--- src/rtl/mem_port_arbiter.sv ---
`timescale 1ns/1ps
`default_nettype none
// +----------------------------------------------------------------------------+
// | Module      : mem_port_arbiter                                             |
// | Description : Shares one memory port between a data requester (D) and an  |
// |               instruction-fetch requester (I). One access is in flight at |
// |               a time. D normally wins. I is forced through once D has won |
// |               MAX_D_STREAK grants in a row while I was waiting. An access |
// |               that gets no mem_done within TIMEOUT WAIT cycles is aborted |
// |               and acked with err=1.                                        |
// |                                                                            |
// | Ports       : clk, rst             clock, synchronous active-high reset   |
// |               d_req/d_we/d_addr/d_wdata  data-side request                 |
// |               i_req/i_addr         instruction fetch request (read only)  |
// |               mem_done/mem_rdata   shared memory completion + read data   |
// |               mem_en/mem_we/mem_addr/mem_wdata  shared memory access      |
// |               split_en/split_sel   D/I splitter control (sel 1 = I path)  |
// |               d_ack/i_ack/rdata/err  completion pulses, data, timeout     |
// |                                                                            |
// | Revision    : 1.0  initial release                                        |
// +----------------------------------------------------------------------------+
module mem_port_arbiter #(
    parameter int ADDR_WIDTH   = 16,
    parameter int DATA_WIDTH   = 8,
    parameter int MAX_D_STREAK = 4,
    parameter int TIMEOUT      = 15
) (
    input  logic                  clk,
    input  logic                  rst,
    input  logic                  d_req,
    input  logic                  d_we,
    input  logic [ADDR_WIDTH-1:0] d_addr,
    input  logic [DATA_WIDTH-1:0] d_wdata,
    input  logic                  i_req,
    input  logic [ADDR_WIDTH-1:0] i_addr,
    input  logic                  mem_done,
    input  logic [DATA_WIDTH-1:0] mem_rdata,
    output logic                  mem_en,
    output logic                  mem_we,
    output logic [ADDR_WIDTH-1:0] mem_addr,
    output logic [DATA_WIDTH-1:0] mem_wdata,
    output logic                  split_en,
    output logic                  split_sel,
    output logic                  d_ack,
    output logic                  i_ack,
    output logic [DATA_WIDTH-1:0] rdata,
    output logic                  err
);

    // Widths are kept at least one bit so degenerate parameter values still elaborate.
    localparam int c_cnt_w    = (TIMEOUT < 1) ? 1 : $clog2(TIMEOUT + 1);
    localparam int c_streak_w = (MAX_D_STREAK < 1) ? 1 : $clog2(MAX_D_STREAK + 1);

    localparam logic [c_cnt_w-1:0]    c_timeout    = c_cnt_w'(TIMEOUT);
    localparam logic [c_cnt_w-1:0]    c_cnt_one    = c_cnt_w'(1);
    localparam logic [c_streak_w-1:0] c_max_streak = c_streak_w'(MAX_D_STREAK);
    localparam logic [c_streak_w-1:0] c_streak_one = c_streak_w'(1);

    localparam logic [1:0] c_st_idle  = 2'd0;
    localparam logic [1:0] c_st_issue = 2'd1;
    localparam logic [1:0] c_st_wait  = 2'd2;
    localparam logic [1:0] c_st_done  = 2'd3;

    logic [1:0]            r_state;
    logic [c_streak_w-1:0] r_streak;
    logic [c_cnt_w-1:0]    r_cnt;
    logic                  r_owner;      // 0 = data side, 1 = instruction side
    logic                  r_mem_en;
    logic                  r_mem_we;
    logic [ADDR_WIDTH-1:0] r_mem_addr;
    logic [DATA_WIDTH-1:0] r_mem_wdata;
    logic                  r_split_en;
    logic                  r_d_ack;
    logic                  r_i_ack;
    logic [DATA_WIDTH-1:0] r_rdata;
    logic                  r_err;

    logic                  w_any_req;
    logic                  w_grant_i;
    logic [c_streak_w-1:0] w_streak_next;
    logic [c_cnt_w-1:0]    w_cnt_inc;

    assign w_any_req = d_req | i_req;

    // Instruction side wins when it is alone, or when it has already watched
    // the data side take MAX_D_STREAK grants in a row.
    assign w_grant_i = i_req & (~d_req | (r_streak == c_max_streak));

    // The streak only grows while an instruction fetch is being held off;
    // any instruction grant, or a data grant with nobody waiting, restarts it.
    always_comb begin
        w_streak_next = '0;
        if (!w_grant_i && i_req) begin
            if (r_streak == c_max_streak) begin
                w_streak_next = r_streak;
            end else begin
                w_streak_next = r_streak + c_streak_one;
            end
        end
    end

    assign w_cnt_inc = r_cnt + c_cnt_one;

    always_ff @(posedge clk) begin
        if (rst) begin
            r_state     <= c_st_idle;
            r_streak    <= '0;
            r_cnt       <= '0;
            r_owner     <= 1'b0;
            r_mem_en    <= 1'b0;
            r_mem_we    <= 1'b0;
            r_mem_addr  <= '0;
            r_mem_wdata <= '0;
            r_split_en  <= 1'b0;
            r_d_ack     <= 1'b0;
            r_i_ack     <= 1'b0;
            r_rdata     <= '0;
            r_err       <= 1'b0;
        end else begin
            // Strobes default low; each is raised for exactly one cycle below.
            r_mem_en <= 1'b0;
            r_d_ack  <= 1'b0;
            r_i_ack  <= 1'b0;

            case (r_state)
                c_st_idle: begin
                    if (w_any_req) begin
                        r_owner    <= w_grant_i;
                        r_streak   <= w_streak_next;
                        r_cnt      <= '0;
                        r_mem_en   <= 1'b1;
                        r_split_en <= 1'b1;
                        if (w_grant_i) begin
                            r_mem_we    <= 1'b0;
                            r_mem_addr  <= i_addr;
                            r_mem_wdata <= '0;
                        end else begin
                            r_mem_we    <= d_we;
                            r_mem_addr  <= d_addr;
                            r_mem_wdata <= d_wdata;
                        end
                        r_state <= c_st_issue;
                    end
                end

                c_st_issue: begin
                    r_cnt   <= '0;
                    r_state <= c_st_wait;
                end

                c_st_wait: begin
                    // mem_done is checked first so a completion on the final
                    // timeout cycle is still reported as a good access.
                    if (mem_done) begin
                        r_rdata    <= mem_rdata;
                        r_err      <= 1'b0;
                        r_split_en <= 1'b0;
                        r_d_ack    <= ~r_owner;
                        r_i_ack    <= r_owner;
                        r_state    <= c_st_done;
                    end else if (w_cnt_inc == c_timeout) begin
                        r_cnt      <= w_cnt_inc;
                        r_rdata    <= '0;
                        r_err      <= 1'b1;
                        r_split_en <= 1'b0;
                        r_d_ack    <= ~r_owner;
                        r_i_ack    <= r_owner;
                        r_state    <= c_st_done;
                    end else begin
                        r_cnt <= w_cnt_inc;
                    end
                end

                c_st_done: begin
                    // Ack is visible this cycle; no new grant until back in idle.
                    r_state <= c_st_idle;
                end

                default: begin
                    r_state <= c_st_idle;
                end
            endcase
        end
    end

    assign mem_en    = r_mem_en;
    assign mem_we    = r_mem_we;
    assign mem_addr  = r_mem_addr;
    assign mem_wdata = r_mem_wdata;
    assign split_en  = r_split_en;
    assign split_sel = r_owner;
    assign d_ack     = r_d_ack;
    assign i_ack     = r_i_ack;
    assign rdata     = r_rdata;
    assign err       = r_err;

endmodule
`default_nettype wire

--- config.mk ---
export PLATFORM = sky130hd
export DESIGN_NAME = mem_port_arbiter
export DESIGN_NICKNAME = d
export VERILOG_FILES = /design/src/rtl/mem_port_arbiter.sv
export SDC_FILE = /design/constraint.sdc
export NUM_CORES = 1
export LEC_CHECK = 0
export CORE_MARGIN = 10
export CORE_UTILIZATION = 37
export CTS_CLUSTER_DIAMETER = 30
export DETAILED_ROUTE_END_ITERATION = 8
export PLACE_DENSITY = 0.83
export SLEW_MARGIN = 25
export SYNTH_ARGS = -nofsm -noshare
export SYNTH_HDL_FRONTEND = slang
export SYNTH_SLANG_ARGS = --single-unit
--- constraint.sdc ---
create_clock -name clk -period 1.6 [get_ports clk]
set_input_delay 0.48 -clock clk [delete_from_list [all_inputs] [get_ports clk]]
set_output_delay 0.48 -clock clk [all_outputs]
set_load 0.02 [all_outputs]
==> images/final_congestion.png <==
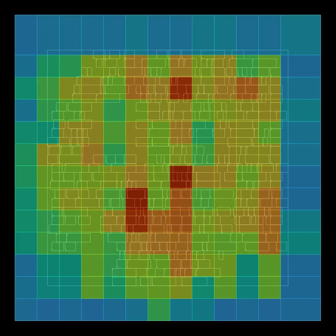
fraction of met2 tracks used by global routing: 0.221
routed len/inst: 16.1 um
All-Layer GR Usage: 0.144

==> images/registers.png <==
(4 px per um) Other sequential cells in the stronger gray, the rest of the logic in the fainter gray.
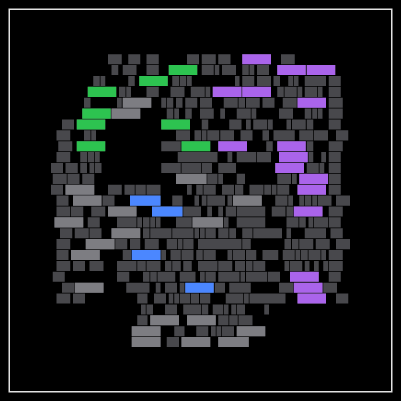
- r_cnt: blue (flops 4; where middle)
- mem_wdata: green (flops 8)
- mem_addr: purple (flops 16)

==> images/metal_stack.png <==
(4 px per um) Only two layers are drawn.
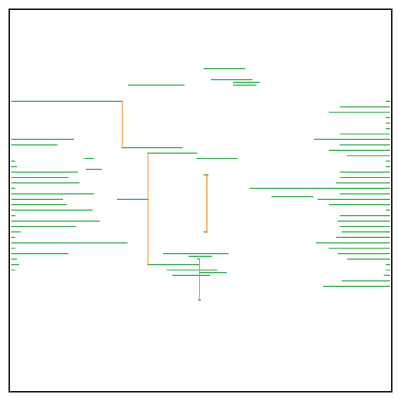
- met3: green (wire length 800 um)
- met4: orange (wire length 63.9 um)

==> notes.org <==
* Flow results

** Clocking
- Number of H-tree branching levels :: 2
- TritonCTS created 5 clock buffers.
- TritonCTS built the clock tree.
- Looking at the clock tree report, the root buffer type is sky130_fd_sc_hd__clkbuf_8.
- The clock passes through at most 2 buffers.
- The clock drives 48 sinks.
- As reported, the later end of the worst-skew pair has a clock insertion delay of 0.30 ns.

** Worst setup path
- Logic depth of the worst register-to-register path :: 6
- Start point of the critical path :: r_cnt[0]$_SDFFE_PP0P_
- CP endpoint kind :: flip-flop
- Critical path's largest stage delay :: approximately 0.33 ns
- Series of cell instances along the critical path :: ha_2, and2b_1, a21oi_2, o221a_2, o31ai_1, a21oi_1
- Category of the most critical setup path :: reg -> reg
- Crit path depth :: 6
- Crit path DAT :: around 1.7 ns
- The worst-case reg-to-reg setup slack stands at 0.09 ns.
- STA classifies the critical path startpoint as a flip-flop.
- On the critical path the largest part of the delay comes from AND-OR/OR-AND gates.
- The capture point of the worst register-to-register path is recorded as split_en$_SDFFE_PP0P_.
- Launch point of the worst reg-to-reg path :: r_cnt[0]$_SDFFE_PP0P_
- The critical path maximum fanout is 3.
- Counting both buffers and inverters, the worst setup path holds a total of 0.
- Timing endpoint of the critical path :: split_en$_SDFFE_PP0P_
- Crit path required time :: 1.79 ns
- CP max stage cell :: sky130_fd_sc_hd__dfxtp_2

** Logic synthesis
- XORs/XNORs by Area :: 0.00418
- Mapped Cells :: 246
- In the Yosys stats the netlist draws on 35 distinct library cells.
- Yosys reports a chip area of 2100 sq um.
- Yosys reports the multiplexer fraction of the synthesized area as 0.00478.
- Async set-or-reset flop fraction in the synthesized netlist :: 0
- Among all cell types in the netlist, the one instantiated most often is sky130_fd_sc_hd__dfxtp_1.
- Area fraction in full adders, half adders and majority gates :: 0.0418
- The synthesis log from Yosys contains 0 warnings.
- Commonest cells in the netlist :: 48 x sky130_fd_sc_hd__dfxtp_1, 37 x sky130_fd_sc_hd__nand2_1, 29 x sky130_fd_sc_hd__nor2_1, 27 x sky130_fd_sc_hd__nand3_1, 16 x sky130_fd_sc_hd__a311oi_1
- For reference, the post-synthesis area per instance comes to 8.52 sq um.
- Largest cells by area after synthesis :: sky130_fd_sc_hd__dfxtp_1 46%, sky130_fd_sc_hd__a311oi_1 6.7%, sky130_fd_sc_hd__nand2_1 6.6%
- Share of synthesized cell area in and, or, nand and nor gates :: 0.217
- Top area contributor share :: 0.459
- Post-Syn Area :: between 2000 and 2500 sq um
- Area leader, netlist :: sky130_fd_sc_hd__dfxtp_1
- Post-synth seq share :: 0.459
- The cell-mix breakdown from Yosys lists the compound-gate area share as 0.217.
- Number of storage elements in the synthesis netlist :: 48
- The synthesized netlist was found by Yosys to have 246 cells.
- Mapped Nets :: 307
- The synthesis report names the predominant flop master as sky130_fd_sc_hd__dfxtp_1.
- Biggest combinational cell group after synthesis :: AND-OR/OR-AND gates
- Yosys mapped a number of flops with a built-in enable equal to 0.

** Final timing
- For reference, the final report shows the hold violation count at 0.
- Clock tree skew after final layout :: 0.00744 ns
- Final worst-path setup slack :: 0.0939 ns
- Hold timing on the final database bottoms out at a slack of 0.451 ns.
- Counting I/O delays and the setup requirement, the final critical path takes 1.51 ns.
- Endpoints with negative setup slack in the final report add up to 0.
- Final-layout setup total negative slack :: 0 ns
- The pin closest to its max-slew limit shows a slew of 0.334 ns.
- In the finished design, the share of the clock period the worst path needs comes to 0.941.
- Worst slew margin :: 0.777
- Pins over their slew limit in the final report were tallied at 0.
- Highest achievable clock rate :: 0.664 GHz

** Finish
- Bufs w/o clock :: 115
- Register area :: 967 sq um
- Clock tree cell share of total cell area :: 0.0369
- Summing all non-filler instances in the final layout gives an area of ~3400 sq um.
- Share of cell area taken by multi-input logic gates :: 0.321
- The final report lists a non-filler cell total of ~420.
- Of the total standard cell area in the layout, the sequential portion is 0.283.
- Fin nets :: 412
- Number of clock buffers in the layout :: 7
- Number of filler cells placed in the layout :: 491
- Ranking logic cells in the layout by count gives the top entries 50 x sky130_fd_sc_hd__clkdlybuf4s50_1, 43 x sky130_fd_sc_hd__dfxtp_1, 41 x sky130_fd_sc_hd__dlygate4sd2_1.
- The design has 48 sequential cells.
- Nonclk inv count :: 8
- Largest contributor to cell area by class :: buffers
- Of the cells placed in the final design, the portion with a size suffix greater than 1 is 0.162.
- For this run, the share of the core covered by cells in the final layout is 0.621.
- Comb. cell area :: 1100 sq um
- In this run the layout overhead on the synthesized area is reported as 63.3%.
- By instance count after routing, the leading logic cell type is sky130_fd_sc_hd__clkdlybuf4s50_1.
- Total inserted antenna cells :: 0
- Non-clock buffer share of cell area :: 0.324

** Power and ir drop
- Share of total power in the clock network :: 0.204
- The share of total power dissipated in sequential elements is 0.341.
- Looking at the group totals, the largest power group turns out to be combinational logic.
- Internal Pwr Total :: between 0.002 and 0.003 W
- Per the power-grid run, VDD falls by no more than 661 uV.
- Combinational cell power :: between 0.002 and 0.0025 W
- The leakage component of the power was reported as 1.48 nW.
- Per report_power, the Sequential row totals 0.00159 W.
- Clk pwr :: 0.000948 W
- Power after layout :: 0.00466 W
- Total power normalized to cell area comes to 1360 nW/um^2.
- NetSw :: 0.00171 W
- The script computed the net switching share of total power as 0.367.
- Power share of the combinational group :: 0.455

** Route
- Across all layers, the routed design uses 2220 vias.
- Residual DRC count :: 0
- Post-detailed-route via-to-cell ratio :: between 5 and 6
- Drt first pass iters :: 4
- After the first detailed-routing iteration, the DRC count stood at 123.
- Post-route antenna net violation count :: 0
- Per the detailed-route log, wirelength across all metal layers totals slightly below 7000 um.

** Worst hold path
- Per the hold report, the tightest min-delay path originates at mem_wdata[2]$_SDFFE_PP0P_.
- The worst hold path was traced through 2 stages.
- Note that the worst hold path type here is reg -> reg.
- Min-Delay Endpoint :: mem_wdata[2]$_SDFFE_PP0P_

** Outcome
- Run status :: completed

** Place
- I/O Buffers :: 92
- The final weighted congestion recorded by global placement is roughly 0.89.
- Per the placement report, the placed cell count is 415.
- Prior to clock tree synthesis, the placed netlist has a worst setup slack of -0.437 ns.
- The placement stage leaves a total instance area of 3220 sq um.
- HPWL after DPL :: 5000 um

** GRT
- The first global-routing pass estimated approximately 11000 um of wire.
- Via count of the first global-routing pass :: 2148
- Entering global routing, the biggest net connects 25 pins.
- The number of antenna violations at the first check in global routing is 0.

** Floorplan
- CORE AREA :: 5510 sq um
- In this run the horizontal extent of the chip is 95.3 um.
- The floorplan report gives the top-level pin count as about 93.
- Number of cell rows :: 27
- Taps Inserted :: 72
- After floorplanning, the die was sized to cover 9070 sq um.
- In this run the vertical extent of the chip is 95.3 um.
- For this configuration, the core starts out at a cell density of 0.381.

** Run
- Warnings raised by the tools during the run amount to 30.
- MaxCap Viol Count :: 0
==> images/met3.png <==
(4 px per um)
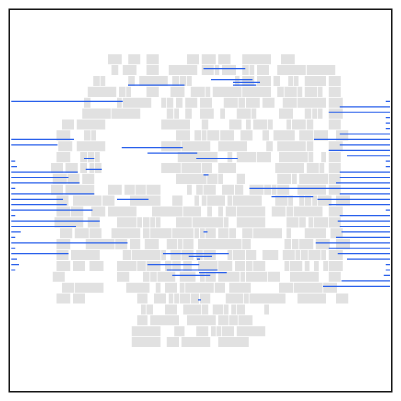
- wire length on this layer: 800 um
- share of all routed wire: 12%
- longest straight run: 34.8 um

==> images/met1.png <==
(6 px per um) Supply wires on this layer in gray.
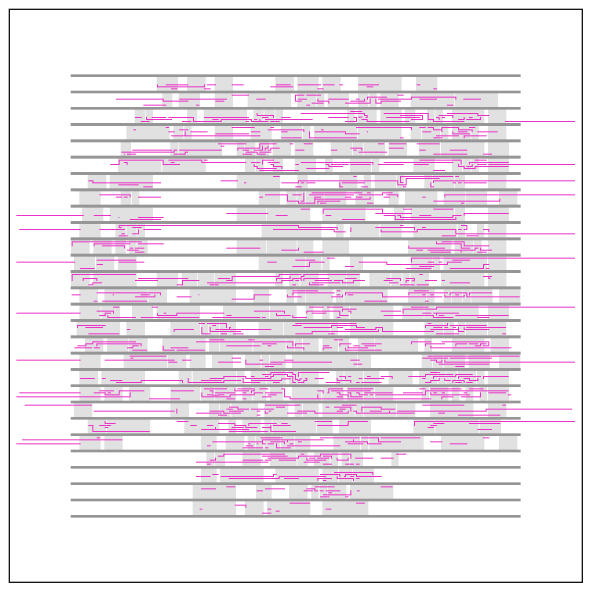
- longest straight run: 29.9 um
- wire length on this layer: 2770 um
- nets with wire on the layer: 352

[registers in the layout, summed over array words and instances (netlist names)]
register   cells
r_streak       3
mem_en         1
r_cnt          4
rdata          8
i_ack          1
split_en       1
r_state        2
mem_we         1
d_ack          1
split_sel      1
err            1
mem_wdata      8
mem_addr      16
[timing repair]
action | in CTS | in global routing
buffers inserted | 0 | 0
gates cloned | 1 | 0
gates resized | 47 | 23
pin swaps | 1 | 8
endpoints found under the setup margin | 77 | 31
hold buffers | 0 | 0
[layer usage]
layer | track usage | wire, um | up-vias
met4 | 0.0224 | 63 | 0
met1 | 0.183 | 2770 | 1028
li1 | - | - | 1086
met5 | 0 | 0 | -
met2 | 0.221 | 3200 | 96
met3 | 0.0660 | 799 | 10
Power and IR drop assume default switching activity.
